--- config.mk ---
export PLATFORM = sky130hd
export DESIGN_NAME = interrupt_control_flat
export DESIGN_NICKNAME = d
export VERILOG_FILES = /design/src/rtl/interrupt_control_if.sv /design/src/rtl/interrupt_control.sv /design/src/flat_wrapper.sv
export SDC_FILE = /design/constraint.sdc
export NUM_CORES = 1
export LEC_CHECK = 0
export ABC_AREA = 1
export CORE_MARGIN = 3
export CORE_UTILIZATION = 45
export DETAILED_ROUTE_END_ITERATION = 16
export HOLD_SLACK_MARGIN = 0.02
export PLACE_DENSITY = 0.83
export SETUP_SLACK_MARGIN = 0.02
export SYNTH_ARGS = -nofsm -noshare
export SYNTH_HDL_FRONTEND = slang
export SYNTH_SLANG_ARGS = --single-unit
--- constraint.sdc ---
create_clock -name i_clk -period 3.5 [get_ports i_clk]
set_input_delay 0.7 -clock i_clk [delete_from_list [all_inputs] [get_ports i_clk]]
set_output_delay 0.7 -clock i_clk [all_outputs]
set_load 0.02 [all_outputs]
--- src/rtl/interrupt_control_if.sv ---
// Sequencer-side bundle of the interrupt controller.
// The sequencer is the master; the controller is the slave.
interface interrupt_control_if;
  logic       i_p_i;
  logic       i_sample;
  logic       i_brk;
  logic       i_vec_lo;
  logic       i_vec_hi;
  logic [1:0] o_vec_sel;
  logic       o_force_brk;
  logic       o_b_push;
  logic       o_set_i;

  modport master (
    output i_p_i,
    output i_sample,
    output i_brk,
    output i_vec_lo,
    output i_vec_hi,
    input  o_vec_sel,
    input  o_force_brk,
    input  o_b_push,
    input  o_set_i
  );

  modport slave (
    input  i_p_i,
    input  i_sample,
    input  i_brk,
    input  i_vec_lo,
    input  i_vec_hi,
    output o_vec_sel,
    output o_force_brk,
    output o_b_push,
    output o_set_i
  );
endinterface

--- src/rtl/interrupt_control.sv ---
// 6502-style interrupt controller: RESET/NMI/IRQ/BRK arbitration.
// All state moves on the falling CPU clock edge, like the P register.
module interrupt_control #(
  parameter int SYNC_STAGES = 2
) (
  input  logic               i_clk,
  input  logic               i_reset_n,
  input  logic               i_nmi_n,
  input  logic               i_irq_n,
  output logic               o_nmi_pending,
  interrupt_control_if.slave bus
);

  typedef enum logic [1:0] {
    S_RESET,
    S_IDLE,
    S_TAKEN
  } state_t;

  state_t state_q;
  state_t state_d;

  logic [SYNC_STAGES-1:0] nmi_sync;
  logic [SYNC_STAGES-1:0] irq_sync;

  logic nmi_s;
  logic irq_s;
  logic nmi_prev;
  logic nmi_fall;
  logic irq_req;

  logic nmi_latch_q;
  logic nmi_latch_d;
  logic nmi_clr;

  logic sel_nmi_q;
  logic sel_nmi_d;
  logic force_q;
  logic force_d;
  logic bpush_q;
  logic bpush_d;
  logic frozen_q;
  logic frozen_d;
  logic set_i_q;
  logic set_i_d;

  assign nmi_s    = nmi_sync[SYNC_STAGES-1];
  assign irq_s    = irq_sync[SYNC_STAGES-1];
  assign nmi_fall = nmi_prev & ~nmi_s;
  assign irq_req  = ~irq_s & ~bus.i_p_i;

  // Pin synchronisers; nmi_prev turns the level into an edge.
  always_ff @(negedge i_clk or negedge i_reset_n) begin
    if (!i_reset_n) begin
      nmi_sync <= '1;
      irq_sync <= '1;
      nmi_prev <= 1'b1;
    end else begin
      nmi_sync[0] <= i_nmi_n;
      irq_sync[0] <= i_irq_n;
      for (int i = 1; i < SYNC_STAGES; i++) begin
        nmi_sync[i] <= nmi_sync[i-1];
        irq_sync[i] <= irq_sync[i-1];
      end
      nmi_prev <= nmi_s;
    end
  end

  always_ff @(negedge i_clk or negedge i_reset_n) begin
    if (!i_reset_n) begin
      state_q     <= S_RESET;
      nmi_latch_q <= 1'b0;
      sel_nmi_q   <= 1'b0;
      force_q     <= 1'b0;
      bpush_q     <= 1'b0;
      frozen_q    <= 1'b0;
      set_i_q     <= 1'b0;
    end else begin
      state_q     <= state_d;
      nmi_latch_q <= nmi_latch_d;
      sel_nmi_q   <= sel_nmi_d;
      force_q     <= force_d;
      bpush_q     <= bpush_d;
      frozen_q    <= frozen_d;
      set_i_q     <= set_i_d;
    end
  end

  always_comb begin
    state_d   = state_q;
    sel_nmi_d = sel_nmi_q;
    force_d   = force_q;
    bpush_d   = bpush_q;
    frozen_d  = frozen_q;
    set_i_d   = 1'b0;
    nmi_clr   = 1'b0;
    unique case (state_q)
      S_RESET: begin
        if (bus.i_vec_hi) begin
          state_d = S_IDLE;
          set_i_d = 1'b1;
        end
      end
      S_IDLE: begin
        sel_nmi_d = 1'b0;
        force_d   = 1'b0;
        bpush_d   = 1'b0;
        frozen_d  = 1'b0;
        if (bus.i_sample) begin
          if (nmi_latch_q) begin
            state_d   = S_TAKEN;
            sel_nmi_d = 1'b1;
            force_d   = 1'b1;
          end else if (irq_req) begin
            state_d = S_TAKEN;
            force_d = 1'b1;
          end else if (bus.i_brk) begin
            state_d = S_TAKEN;
            bpush_d = 1'b1;
          end
        end
      end
      S_TAKEN: begin
        if (bus.i_vec_hi) begin
          state_d   = S_IDLE;
          set_i_d   = 1'b1;
          nmi_clr   = sel_nmi_q;
          sel_nmi_d = 1'b0;
          force_d   = 1'b0;
          bpush_d   = 1'b0;
          frozen_d  = 1'b0;
        end else begin
          // Late NMI steals an IRQ/BRK until the low byte is fetched.
          if (!frozen_q && !bus.i_vec_lo && nmi_latch_q)
            sel_nmi_d = 1'b1;
          if (bus.i_vec_lo)
            frozen_d = 1'b1;
        end
      end
      default: state_d = S_RESET;
    endcase
    nmi_latch_d = nmi_fall | (nmi_latch_q & ~nmi_clr);
  end

  always_comb begin
    bus.o_vec_sel   = 2'd0;
    bus.o_force_brk = 1'b0;
    bus.o_b_push    = 1'b0;
    unique case (state_q)
      S_RESET: begin
        bus.o_vec_sel   = 2'd3;
        bus.o_force_brk = 1'b1;
      end
      S_TAKEN: begin
        bus.o_vec_sel   = sel_nmi_q ? 2'd2 : 2'd1;
        bus.o_force_brk = force_q;
        bus.o_b_push    = bpush_q;
      end
      default: ;
    endcase
  end

  assign bus.o_set_i    = set_i_q;
  assign o_nmi_pending  = nmi_latch_q;

endmodule

--- src/flat_wrapper.sv ---
// flat-port wrapper written by rule: the top's interface ports become plain ports
module interrupt_control_flat 
#(
  parameter int SYNC_STAGES = 2
)
  (i_clk, i_reset_n, i_nmi_n, i_irq_n, o_nmi_pending, bus_i_p_i, bus_i_sample, bus_i_brk, bus_i_vec_lo, bus_i_vec_hi, bus_o_vec_sel, bus_o_force_brk, bus_o_b_push, bus_o_set_i);
  interrupt_control_if bus_i ();
  input  logic i_clk;
  input  logic i_reset_n;
  input  logic i_nmi_n;
  input  logic i_irq_n;
  output logic o_nmi_pending;
  input wire logic [$bits(bus_i.i_p_i)-1:0] bus_i_p_i;
  input wire logic [$bits(bus_i.i_sample)-1:0] bus_i_sample;
  input wire logic [$bits(bus_i.i_brk)-1:0] bus_i_brk;
  input wire logic [$bits(bus_i.i_vec_lo)-1:0] bus_i_vec_lo;
  input wire logic [$bits(bus_i.i_vec_hi)-1:0] bus_i_vec_hi;
  output wire logic [$bits(bus_i.o_vec_sel)-1:0] bus_o_vec_sel;
  output wire logic [$bits(bus_i.o_force_brk)-1:0] bus_o_force_brk;
  output wire logic [$bits(bus_i.o_b_push)-1:0] bus_o_b_push;
  output wire logic [$bits(bus_i.o_set_i)-1:0] bus_o_set_i;
  assign bus_i.i_p_i = bus_i_p_i;
  assign bus_i.i_sample = bus_i_sample;
  assign bus_i.i_brk = bus_i_brk;
  assign bus_i.i_vec_lo = bus_i_vec_lo;
  assign bus_i.i_vec_hi = bus_i_vec_hi;
  assign bus_o_vec_sel = bus_i.o_vec_sel;
  assign bus_o_force_brk = bus_i.o_force_brk;
  assign bus_o_b_push = bus_i.o_b_push;
  assign bus_o_set_i = bus_i.o_set_i;
  interrupt_control #(.SYNC_STAGES(SYNC_STAGES)) u_core (.i_clk(i_clk), .i_reset_n(i_reset_n), .i_nmi_n(i_nmi_n), .i_irq_n(i_irq_n), .o_nmi_pending(o_nmi_pending), .bus(bus_i));
endmodule
==> impl_metrics.toml <==
# generated from flow reports
[run_status]
status = "complete, but fails checks"
violations = "negative setup slack"

[worst_setup_path]
r2r_slack_ns = 1.96
critPathSlowestCell = "dfrtn_1"
crit_family = "flip-flops"
path_buffers = 2
crit_arrival_ns = 3.15
path_cells = "ha_2 > inv_2 > o31ai_4 > buf_6"
worstPathRequired_ns = 2.80
max_stage_delay_ns = 0.47
crit_fanout = 4
crit_path_end_kind = "output pin"
startpoint_type = "register"
crit_type = "register to output pin"

[layout]
largestClassByArea = "flip-flops and latches"
comb_cells = 47
nets = 125
syn_to_final_growth_pct = 50.1
n_antenna_cell = 0
clk_share_pct = 4.55
final_cell_mix = "buf_4 (17), nand2_1 (15), inv_1 (12), clkdlybuf4s50_1 (8), dfrtn_1 (8)"
fill_cells = 104
num-clock-buffers = 3
nonClkBufAreaFrac_pct = 24.1
lay_top_count = "buf_4"
comb-cell-share_pct = 31.1
n_all_inverters = 12
seq_area_share_pct = 33.5
fin_cells = 125
layout.non_clock_buffers = 29
regArea_um2 = 332
comb_area_um2 = 308
seq_cells = 13
drive_gt1_share_pct = 43.6

[global_route]
grt_pass1_vias = 650
overflow = 0
grt_pass1_wl_um = 2850
grt_max_degree = 9
antenna_found_initial = 0

[synthesis]
ys.flops = 13
synthSimpleGateAreaFrac_pct = 24.9
edf_count = 0
top_cells_by_count = "nand2_1 (15), inv_1 (12), dfrtn_1 (8), nand3_1 (7), o21ai_0 (6)"
synthXorXnorAreaFrac_pct = 0
synth.top_cell.area_share_pct = 30.4
top_cell = "nand2_1"
postSynthSeqShare_pct = 50.3
ys_sh_mux_pct = 0
synthAoiAreaFrac_pct = 7.97
top_logic_kind = "simple AND/OR/NAND/NOR gates"
syn_area_um2 = 659
synthArstFlopShare_pct = 100
synth.distinct_cells = 16
synth_adder_area_share_pct = 9.49
yosysChipArea_um2 = 659
flop_cell = "dfrtn_1"
top_cells_by_area = "dfrtn_1 (30%), dfstp_2 (20%), ha_1 (9.5%)"
ys.warnings.count = 0
fp_nets = 87
yosys.area.top_type = "dfrtn_1"
netlist_instances = 73
yosysCellCount = 73
syn_area_per_cell_um2 = 9.03

[worst_hold_path]
hp-class = "register to register"

[detailed_routing]
dr.pass1.iters = 4
drtIter0Drc = 8
drc = 0
vias_per_cell = 4.87
postRouteAntennaNets = 0

[cts]
cts_buffer_depth = 2
cts_tree = "done"
h-tree-depth = 1
clkTransAtPathRegs_ns = 0.06
cts.hold.buffers_added = 0
cts_inserted_buffers = 3
clk_latency_ns = 0.34
clock_tree.root_cell = "clkbuf_4"
cts_sinks = 13

[floorplan]
die-area_um2 = 1960
die_y_um = 44.3
well_tap_count = 15
die_width_um = 44.3
ios = 15
floorplan.core_util_pct = 49.4

[flow_run]
warnings = 38
max_cap_viol_count = 0

[final_timing]
holdWs_ns = 0.351
hold_violations = 0
slew_violations = 0
worst_pin_slew_ns = 0.294
rsz0062_at_grt = "yes"
worst_slack_ns = -0.345
max-slew-margin-rel_pct = 80.2
fin_skew_ns = 0.0555
setup_viol = 4
tns_ns = -1.24

[placement]
place_congestion = 0.836
dp_hpwl_um = 1290
place_ws_ns = -0.506
dp.cells = 115
numPortBuffers = 14
placed_cell_area_um2 = 937

[power]
p_leak_nw = 0.514
total_power_mw = 0.832
power_density_nw_per_um2 = 840
peakVddDrop_v = 0.000608
-- what timing repair did --
item / 4_1_cts / 5_1_grt
endpoints found under the setup margin: 6 / 6
gates resized: 30 / 3
pin swaps: 2 / 0
buffers inserted: 2 / 0
-- routing by layer --
metal  wire [µm]  GRT usage (%)  part of all wire (%)  up-vias
met2         871           38.1                    53       16
li1            -              -                     -      302
met4          41           7.83                   2.5        0
met3          65           4.88                   4.0        7
met1         663           22.7                    40      284
met5           0              0                     0        -
-- final timing paths --
check                                               from                            end  depth (start not counted)
setup / recovery           u_core.state_q[1]$_DFFE_NN0P_                bus_o_force_brk                          4
hold / removal              u_core.nmi_sync[0]$_DFF_NN1_   u_core.nmi_sync[1]$_DFF_NN1_                          0
setup reg to reg           u_core.state_q[0]$_DFFE_NN0P_  u_core.state_q[1]$_DFFE_NN0P_                         10
hold reg to reg             u_core.nmi_sync[0]$_DFF_NN1_   u_core.nmi_sync[1]$_DFF_NN1_                          0
max in group asynchronous                      i_reset_n  u_core.state_q[0]$_DFFE_NN0P_                          2
min in group asynchronous                      i_reset_n   u_core.bus.o_set_i$_DFF_NN0_                          2
-- state kept, by name, summed over array words and instances, names as in the netlist --
name	count
u_core.bpush_q	1
u_core.bus.o_set_i	1
u_core.force_q	1
u_core.frozen_q	1
u_core.irq_sync	2
u_core.nmi_prev	1
u_core.nmi_sync	2
u_core.o_nmi_pending	1
u_core.sel_nmi_q	1
u_core.state_q	2
-- where the power goes --
| part | total, mW | internal (mW) | switching (mW) | leakage, nW |
|---|---|---|---|---|
| Sequential | 0.220 | 0.197 | 0.0230 | 0.152 |
| Combinational | 0.495 | 0.220 | 0.275 | 0.318 |
| Clock | 0.117 | 0.0493 | 0.0674 | 0.0447 |
| Total | 0.832 | 0.466 | 0.365 | 0.514 |
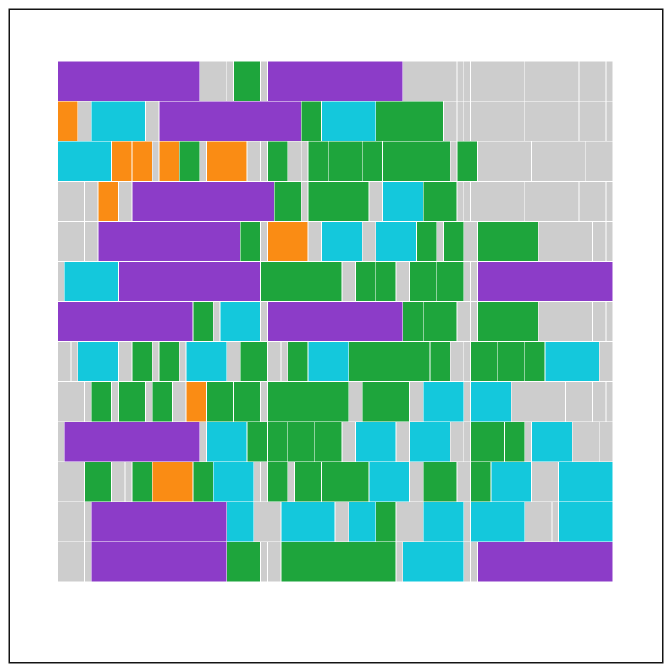
(placement by cell class)
Fill, decap, tap and diode cells in gray.
legend:
  orange:
    class: clock drivers and dummy loads
    cells: 9
    share_of_their_area: 4.6%
  cyan:
    class: other buffers and delay cells
    cells: 29
    share_of_their_area: 25%
  purple:
    class: flops
    cells: 13
    share_of_their_area: 34%
  green:
    class: combinational and other logic
    cells: 59
    share_of_their_area: 37%
Finished Cell Area: 990 µm²
Final Core Density: 74.2%
Core ar.: 1330 µm²
number of cell rows: 13

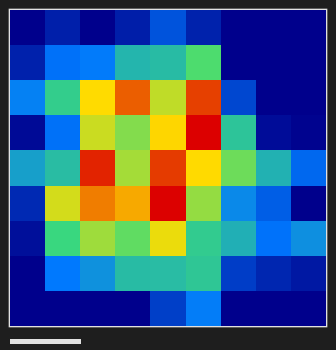
(wire density map)
Bar = 10 µm. The die is cut into 9 by 9 equal tiles; dark blue is low, red is high, scaled to the fullest tile. Values are wire area over tile area, all layers added.
mean over tiles: 0.13
nearly empty tiles: 25%
emptiest ninth of the die: top right
densest ninth of the die: middle
DR WL/cell: 13.1 µm
Routed WL: 1640 µm
Total GRT Usage: 20.7%
via count: 609

No activity file was given, so power comes from the tool's default toggle rates.
